==> src/rtl/ahb_pkg.sv <==
// ---------------------------------------------------------------------------
// ahb_pkg
// Shared AHB-Lite encodings, the responder state type and the burst
// next-address helper used by the simulation memory responder and the
// burst tracker.
// ---------------------------------------------------------------------------
package ahb_pkg;

    typedef enum logic [1:0] {
        HTRANS_IDLE   = 2'd0,
        HTRANS_BUSY   = 2'd1,
        HTRANS_NONSEQ = 2'd2,
        HTRANS_SEQ    = 2'd3
    } htrans_t;

    typedef enum logic [2:0] {
        HBURST_SINGLE = 3'd0,
        HBURST_INCR   = 3'd1,
        HBURST_WRAP4  = 3'd2,
        HBURST_INCR4  = 3'd3,
        HBURST_WRAP8  = 3'd4,
        HBURST_INCR8  = 3'd5,
        HBURST_WRAP16 = 3'd6,
        HBURST_INCR16 = 3'd7
    } hburst_t;

    localparam logic       HRESP_OKAY  = 1'b0;
    localparam logic       HRESP_ERROR = 1'b1;
    localparam logic [2:0] HSIZE_WORD  = 3'b010;

    typedef enum logic [2:0] {
        ST_IDLE = 3'd0,
        ST_WAIT = 3'd1,
        ST_DATA = 3'd2,
        ST_ERR1 = 3'd3,
        ST_ERR2 = 3'd4
    } resp_state_t;

    // Only 4-beat bursts are tracked; every other encoding behaves as SINGLE.
    function automatic logic is_tracked_burst(input hburst_t burst);
        return (burst == HBURST_WRAP4) || (burst == HBURST_INCR4);
    endfunction

    // WRAP4 wraps inside the 16-byte line; INCR4 simply steps one word.
    function automatic logic [31:0] burst_next_addr(input logic [31:0] addr,
                                                    input hburst_t     burst);
        logic [1:0] w_word_sel;
        w_word_sel = addr[3:2] + 2'd1;
        if (burst == HBURST_WRAP4) begin
            return {addr[31:4], w_word_sel, 2'b00};
        end
        return addr + 32'd4;
    endfunction

endpackage

==> src/rtl/ahb_burst_tracker.sv <==
// ---------------------------------------------------------------------------
// ahb_burst_tracker
// Follows 4-beat AHB bursts on accepted transfers and flags SEQ beats that
// break the sequence (no burst open, wrong address, or changed HBURST).
//
// Ports:
//   i_clk, i_rst_n   clock, asynchronous active-low reset
//   i_accept         transfer accepted this cycle (HSEL & HREADY & HTRANS[1])
//   i_htrans         HTRANS of the accepted transfer
//   i_hburst         HBURST of the accepted transfer
//   i_haddr          HADDR of the accepted transfer
//   o_err            single-cycle pulse: accepted SEQ beat is illegal
//   o_expected       address the next SEQ beat must carry
// ---------------------------------------------------------------------------
module ahb_burst_tracker
    import ahb_pkg::*;
(
    input  logic        i_clk,
    input  logic        i_rst_n,
    input  logic        i_accept,
    input  logic [1:0]  i_htrans,
    input  logic [2:0]  i_hburst,
    input  logic [31:0] i_haddr,
    output logic        o_err,
    output logic [31:0] o_expected
);

    logic        r_active;
    logic [2:0]  r_beats;
    logic [31:0] r_expected;
    hburst_t     r_burst;

    hburst_t     w_burst;
    logic        w_nonseq;
    logic        w_seq;
    logic        w_seq_err;
    logic [2:0]  w_beats_inc;

    assign w_burst     = hburst_t'(i_hburst);
    assign w_nonseq    = (htrans_t'(i_htrans) == HTRANS_NONSEQ);
    assign w_seq       = (htrans_t'(i_htrans) == HTRANS_SEQ);
    assign w_beats_inc = r_beats + 3'd1;

    assign w_seq_err = i_accept && w_seq &&
                       (!r_active || (i_haddr != r_expected) || (w_burst != r_burst));

    assign o_err      = w_seq_err;
    assign o_expected = r_expected;

    always_ff @(posedge i_clk or negedge i_rst_n) begin
        if (!i_rst_n) begin
            r_active   <= 1'b0;
            r_beats    <= 3'd0;
            r_expected <= 32'd0;
            r_burst    <= HBURST_SINGLE;
        end else if (i_accept) begin
            if (w_nonseq) begin
                // A NONSEQ always restarts tracking, which also covers early
                // termination of a burst still in flight.
                r_burst    <= w_burst;
                r_expected <= burst_next_addr(i_haddr, w_burst);
                if (is_tracked_burst(w_burst)) begin
                    r_active <= 1'b1;
                    r_beats  <= 3'd1;
                end else begin
                    r_active <= 1'b0;
                    r_beats  <= 3'd0;
                end
            end else if (w_seq) begin
                if (w_seq_err) begin
                    // Drop the broken burst so one bad beat is not re-flagged
                    // against a stale expectation.
                    r_active <= 1'b0;
                    r_beats  <= 3'd0;
                end else begin
                    r_beats    <= w_beats_inc;
                    r_expected <= burst_next_addr(i_haddr, w_burst);
                    r_active   <= (w_beats_inc != 3'd4);
                end
            end
        end
    end

endmodule

==> src/rtl/ahb_sim_mem_responder.sv <==
// ---------------------------------------------------------------------------
// ahb_sim_mem_responder
// Read-only AHB-Lite simulation memory. Each mapped word returns its own
// word index relative to BASE_ADDR, so a refilling cache can check every
// word against its address. Adds wait states, ERROR responses and a sticky
// burst-protocol flag.
//
// Ports:
//   HCLK, HRESETn    clock, asynchronous active-low reset
//   HSEL, HADDR, HTRANS, HWRITE, HSIZE, HBURST, HREADY   AHB-Lite inputs
//   HREADYOUT        low only while stalling (WAIT) or in the first ERROR cycle
//   HRESP            0 = OKAY, 1 = ERROR
//   HRDATA           word index in DATA, zero otherwise
//   protocol_err     sticky burst-sequence violation flag
//
// state | meaning
// IDLE  | no data phase pending, ready for an address phase
// WAIT  | read accepted, counting down wait states
// DATA  | read data on HRDATA; also the next address phase
// ERR1  | first ERROR cycle, HREADYOUT low
// ERR2  | second ERROR cycle, HREADYOUT high; also the next address phase
// ---------------------------------------------------------------------------
module ahb_sim_mem_responder
    import ahb_pkg::*;
#(
    parameter logic [31:0] BASE_ADDR  = 32'h0000_0a00,
    parameter int          MEM_WORDS  = 1024,
    parameter int          FIRST_WAIT = 2,
    parameter int          SEQ_WAIT   = 0
) (
    input  logic        HCLK,
    input  logic        HRESETn,
    input  logic        HSEL,
    input  logic [31:0] HADDR,
    input  logic [1:0]  HTRANS,
    input  logic        HWRITE,
    input  logic [2:0]  HSIZE,
    input  logic [2:0]  HBURST,
    input  logic        HREADY,
    output logic        HREADYOUT,
    output logic        HRESP,
    output logic [31:0] HRDATA,
    output logic        protocol_err
);

    // 33-bit bounds so a map ending at the top of the address space does
    // not wrap the limit back to zero.
    localparam logic [32:0] ADDR_LO    = {1'b0, BASE_ADDR};
    localparam logic [32:0] ADDR_HI    = {1'b0, BASE_ADDR} + 33'(4 * MEM_WORDS);
    localparam logic [31:0] BASE_WORD  = BASE_ADDR >> 2;
    localparam logic [7:0]  FIRST_W    = 8'(FIRST_WAIT);
    localparam logic [7:0]  SEQ_W      = 8'(SEQ_WAIT);

    resp_state_t r_state;
    resp_state_t w_next_state;
    logic [7:0]  r_wait_cnt;
    logic [31:0] r_addr;
    logic [31:0] r_hrdata;
    logic        r_protocol_err;

    logic        w_hreadyout;
    logic        w_hresp;
    logic        w_addr_phase;
    logic        w_accept;
    logic        w_bad;
    logic [7:0]  w_wait_load;
    logic [31:0] w_data_addr;
    logic        w_trk_err;
    logic [31:0] w_trk_expected_unused;

    // Only states driving HREADYOUT high can see a real address phase.
    assign w_addr_phase = (r_state == ST_IDLE) || (r_state == ST_DATA) ||
                          (r_state == ST_ERR2);
    assign w_accept     = HSEL && HREADY && HTRANS[1] && w_addr_phase;

    assign w_bad = HWRITE ||
                   (HSIZE != HSIZE_WORD) ||
                   (HADDR[1:0] != 2'b00) ||
                   ({1'b0, HADDR} < ADDR_LO) ||
                   ({1'b0, HADDR} >= ADDR_HI);

    assign w_wait_load = (htrans_t'(HTRANS) == HTRANS_NONSEQ) ? FIRST_W : SEQ_W;

    // Data for a zero-wait beat comes from the address being captured now;
    // after a stall it comes from the captured address.
    assign w_data_addr = (r_state == ST_WAIT) ? r_addr : HADDR;

    ahb_burst_tracker u_tracker (
        .i_clk      (HCLK),
        .i_rst_n    (HRESETn),
        .i_accept   (w_accept),
        .i_htrans   (HTRANS),
        .i_hburst   (HBURST),
        .i_haddr    (HADDR),
        .o_err      (w_trk_err),
        .o_expected (w_trk_expected_unused)
    );

    always_ff @(posedge HCLK or negedge HRESETn) begin
        if (!HRESETn) begin
            r_state <= ST_IDLE;
        end else begin
            r_state <= w_next_state;
        end
    end

    always_comb begin
        w_next_state = r_state;
        unique case (r_state)
            ST_IDLE, ST_DATA, ST_ERR2: begin
                if (!w_accept) begin
                    w_next_state = ST_IDLE;
                end else if (w_bad) begin
                    w_next_state = ST_ERR1;
                end else if (w_wait_load == 8'd0) begin
                    w_next_state = ST_DATA;
                end else begin
                    w_next_state = ST_WAIT;
                end
            end
            ST_WAIT: begin
                if (r_wait_cnt <= 8'd1) begin
                    w_next_state = ST_DATA;
                end
            end
            ST_ERR1: w_next_state = ST_ERR2;
            default: w_next_state = ST_IDLE;
        endcase
    end

    always_comb begin
        w_hreadyout = 1'b1;
        w_hresp     = HRESP_OKAY;
        unique case (r_state)
            ST_WAIT: w_hreadyout = 1'b0;
            ST_ERR1: begin
                w_hreadyout = 1'b0;
                w_hresp     = HRESP_ERROR;
            end
            ST_ERR2: w_hresp = HRESP_ERROR;
            default: ;
        endcase
    end

    always_ff @(posedge HCLK or negedge HRESETn) begin
        if (!HRESETn) begin
            r_wait_cnt     <= 8'd0;
            r_addr         <= 32'd0;
            r_hrdata       <= 32'd0;
            r_protocol_err <= 1'b0;
        end else begin
            if (w_accept) begin
                r_addr <= HADDR;
            end

            if ((w_next_state == ST_WAIT) && (r_state != ST_WAIT)) begin
                r_wait_cnt <= w_wait_load;
            end else if (r_state == ST_WAIT) begin
                r_wait_cnt <= r_wait_cnt - 8'd1;
            end else begin
                r_wait_cnt <= 8'd0;
            end

            if (w_next_state == ST_DATA) begin
                r_hrdata <= (w_data_addr >> 2) - BASE_WORD;
            end else begin
                r_hrdata <= 32'd0;
            end

            if (w_trk_err) begin
                r_protocol_err <= 1'b1;
            end
        end
    end

    assign HREADYOUT    = w_hreadyout;
    assign HRESP        = w_hresp;
    assign HRDATA       = r_hrdata;
    assign protocol_err = r_protocol_err;

endmodule

==> config.mk <==
export PLATFORM = sky130hd
export DESIGN_NAME = ahb_sim_mem_responder
export DESIGN_NICKNAME = d
export VERILOG_FILES = /design/src/rtl/ahb_pkg.sv /design/src/rtl/ahb_burst_tracker.sv /design/src/rtl/ahb_sim_mem_responder.sv
export SDC_FILE = /design/constraint.sdc
export NUM_CORES = 1
export LEC_CHECK = 0
export CELL_PAD_IN_SITES_DETAIL_PLACEMENT = 1
export CELL_PAD_IN_SITES_GLOBAL_PLACEMENT = 2
export CORE_MARGIN = 1.5
export CORE_UTILIZATION = 38
export CTS_CLUSTER_SIZE = 30
export DETAILED_ROUTE_END_ITERATION = 8
export GPL_ROUTABILITY_DRIVEN = 0
export GPL_TIMING_DRIVEN = 0
export PLACE_DENSITY = 0.95
export SLEW_MARGIN = 0
export SYNTH_ARGS = -nofsm -noshare
export SYNTH_HDL_FRONTEND = slang
export SYNTH_HIERARCHICAL = 1
export SYNTH_SLANG_ARGS = --single-unit
==> constraint.sdc <==
create_clock -name HCLK -period 7.7 [get_ports HCLK]
set_clock_uncertainty 0.05 [all_clocks]
set_input_delay 0.77 -clock HCLK [delete_from_list [all_inputs] [get_ports HCLK]]
set_output_delay 0.77 -clock HCLK [all_outputs]
set_load 0.02 [all_outputs]
**Routed metal, one colour a layer**

The bar under the picture is 50 µm long.
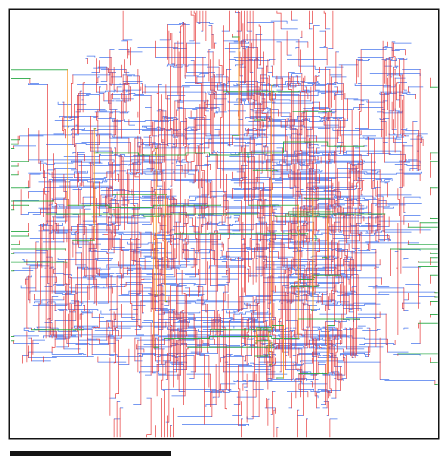
Key: metal 3 = green [wire length 801 µm]; metal 2 = red [wire length 10000 µm]; metal 4 = orange [wire length 442 µm]; metal 1 = blue [wire length 8300 µm]
total track usage: 22.8%
Post-Route WL: 19.6 mm
via count: 5380
routed len/inst: 19.8 µm

**Nets reached from selected ports**

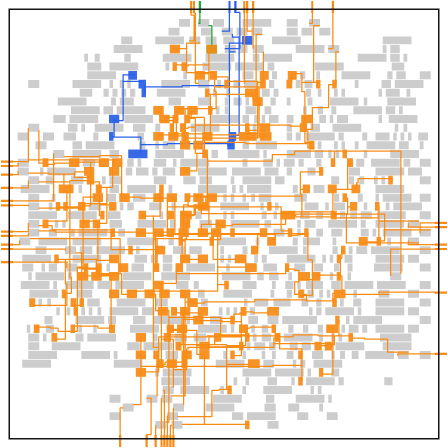
Key: `HTRANS` = blue [bits 2, direction input, edge north, end cells 9, buffers 2, wire 210 µm]; `HWRITE` = green [bits 1, direction input, edge north, end cells 1, buffers 1, wire 12.4 µm]; `HADDR` = orange [bits 32, direction input, edge 11 west, 8 south, 7 north, 6 east, end cells 184, buffers 32, wire 3370 µm]
Buffers on Ports: 79
io pins: 80

**Clock distribution**

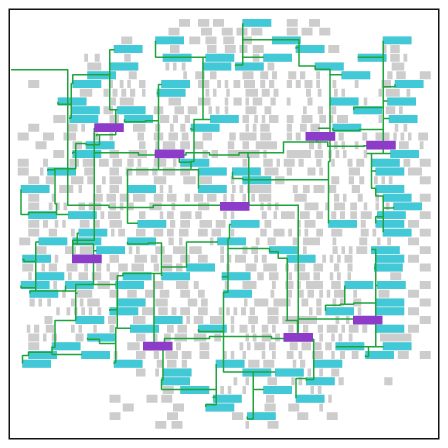
Key: clock drivers = purple [count 9]; clock wires = green [length 1530 µm]; flip-flops = cyan [count 112]
Position of the flops: widely spread.
Clock power frac: 19.7%
Clock net power: 0.485 mW
Latency at later pin: 370 ps

==> impl_metrics.py <==
# Flow results
metrics = {
    "run_status": {
        "status": "finished clean",
    },
    "clock_tree": {
        "root_buffer": "clkbuf_16",
        "htree_levels": 3,
        "cts_max_path_buffers": 2,
    },
    "routing": {
        "dr.pass1.iters": 4,
        "top_layer": "met4",
        "wl_met3_um": 801,
        "antenna_left": 0,
    },
    "synth": {
        "ys_area_mm2": 0.00644,
        "ys.flops": 112,
        "top_area_share_pct": 43.5,
        "synth-edff-count": 0,
    },
    "cells_and_area": {
        "seq_share_pct": 35.8,
        "antenna-diode-count": 0,
        "area_share_nonclk_buffers_pct": 12.3,
        "largest_class": "combinational gates",
        "n_all_inverters": 12,
        "buffers": 105,
        "final_nets": 814,
    },
    "grt": {
        "grt_pass1_wl_mm": 31.3,
        "grt_overflow": 0,
    },
    "floorplan": {
        "rows": 47,
        "die_h_um": 133,
    },
    "power": {
        "power_leader": "combinational logic",
    },
    "place": {
        "dp.cells": 972,
        "dpl-instance-area_mm2": 0.00753,
    },
    "setup_path": {
        "cp.depth": 4,
        "critPathLaunch": "r_state[2]",
        "slowest_stage": "clkdlybuf4s50_1",
    },
    "final_timing": {
        "finalCritPeriodShare_pct": 51.3,
        "timing.hold.ws_ps": 348,
    },
}
[placed cells by master (no fill, tap or decap), types with 4 or more instances in the layout]
cell type	synthesis	layout
a21o_1	7	7
dfrtp_1	112	112
nor3_2	4	4
mux2_2	33	33
nor4_1	14	14
ha_1	6	6
buf_2	5	5
and2_1	6	6
inv_1	10	10
a21oi_1	24	24
nor4b_1	5	5
buf_6	5	5
nand3_1	22	22
xor2_1	44	44
mux2i_1	19	19
clkbuf_1	9	10
nor3b_1	8	8
nand2b_1	5	5
clkdlybuf4s50_1	0	78
and3_1	8	8
nor3_1	19	19
nand4_1	9	9
nor2_1	51	51
a211oi_1	4	4
o21ai_0	9	9
clkbuf_16	0	9
o22ai_1	4	4
xnor2_1	28	28
buf_1	4	4
o21a_1	4	4
nor2b_1	5	5
nand2_1	134	134
No activity file was given, so power comes from the tool's default toggle rates.
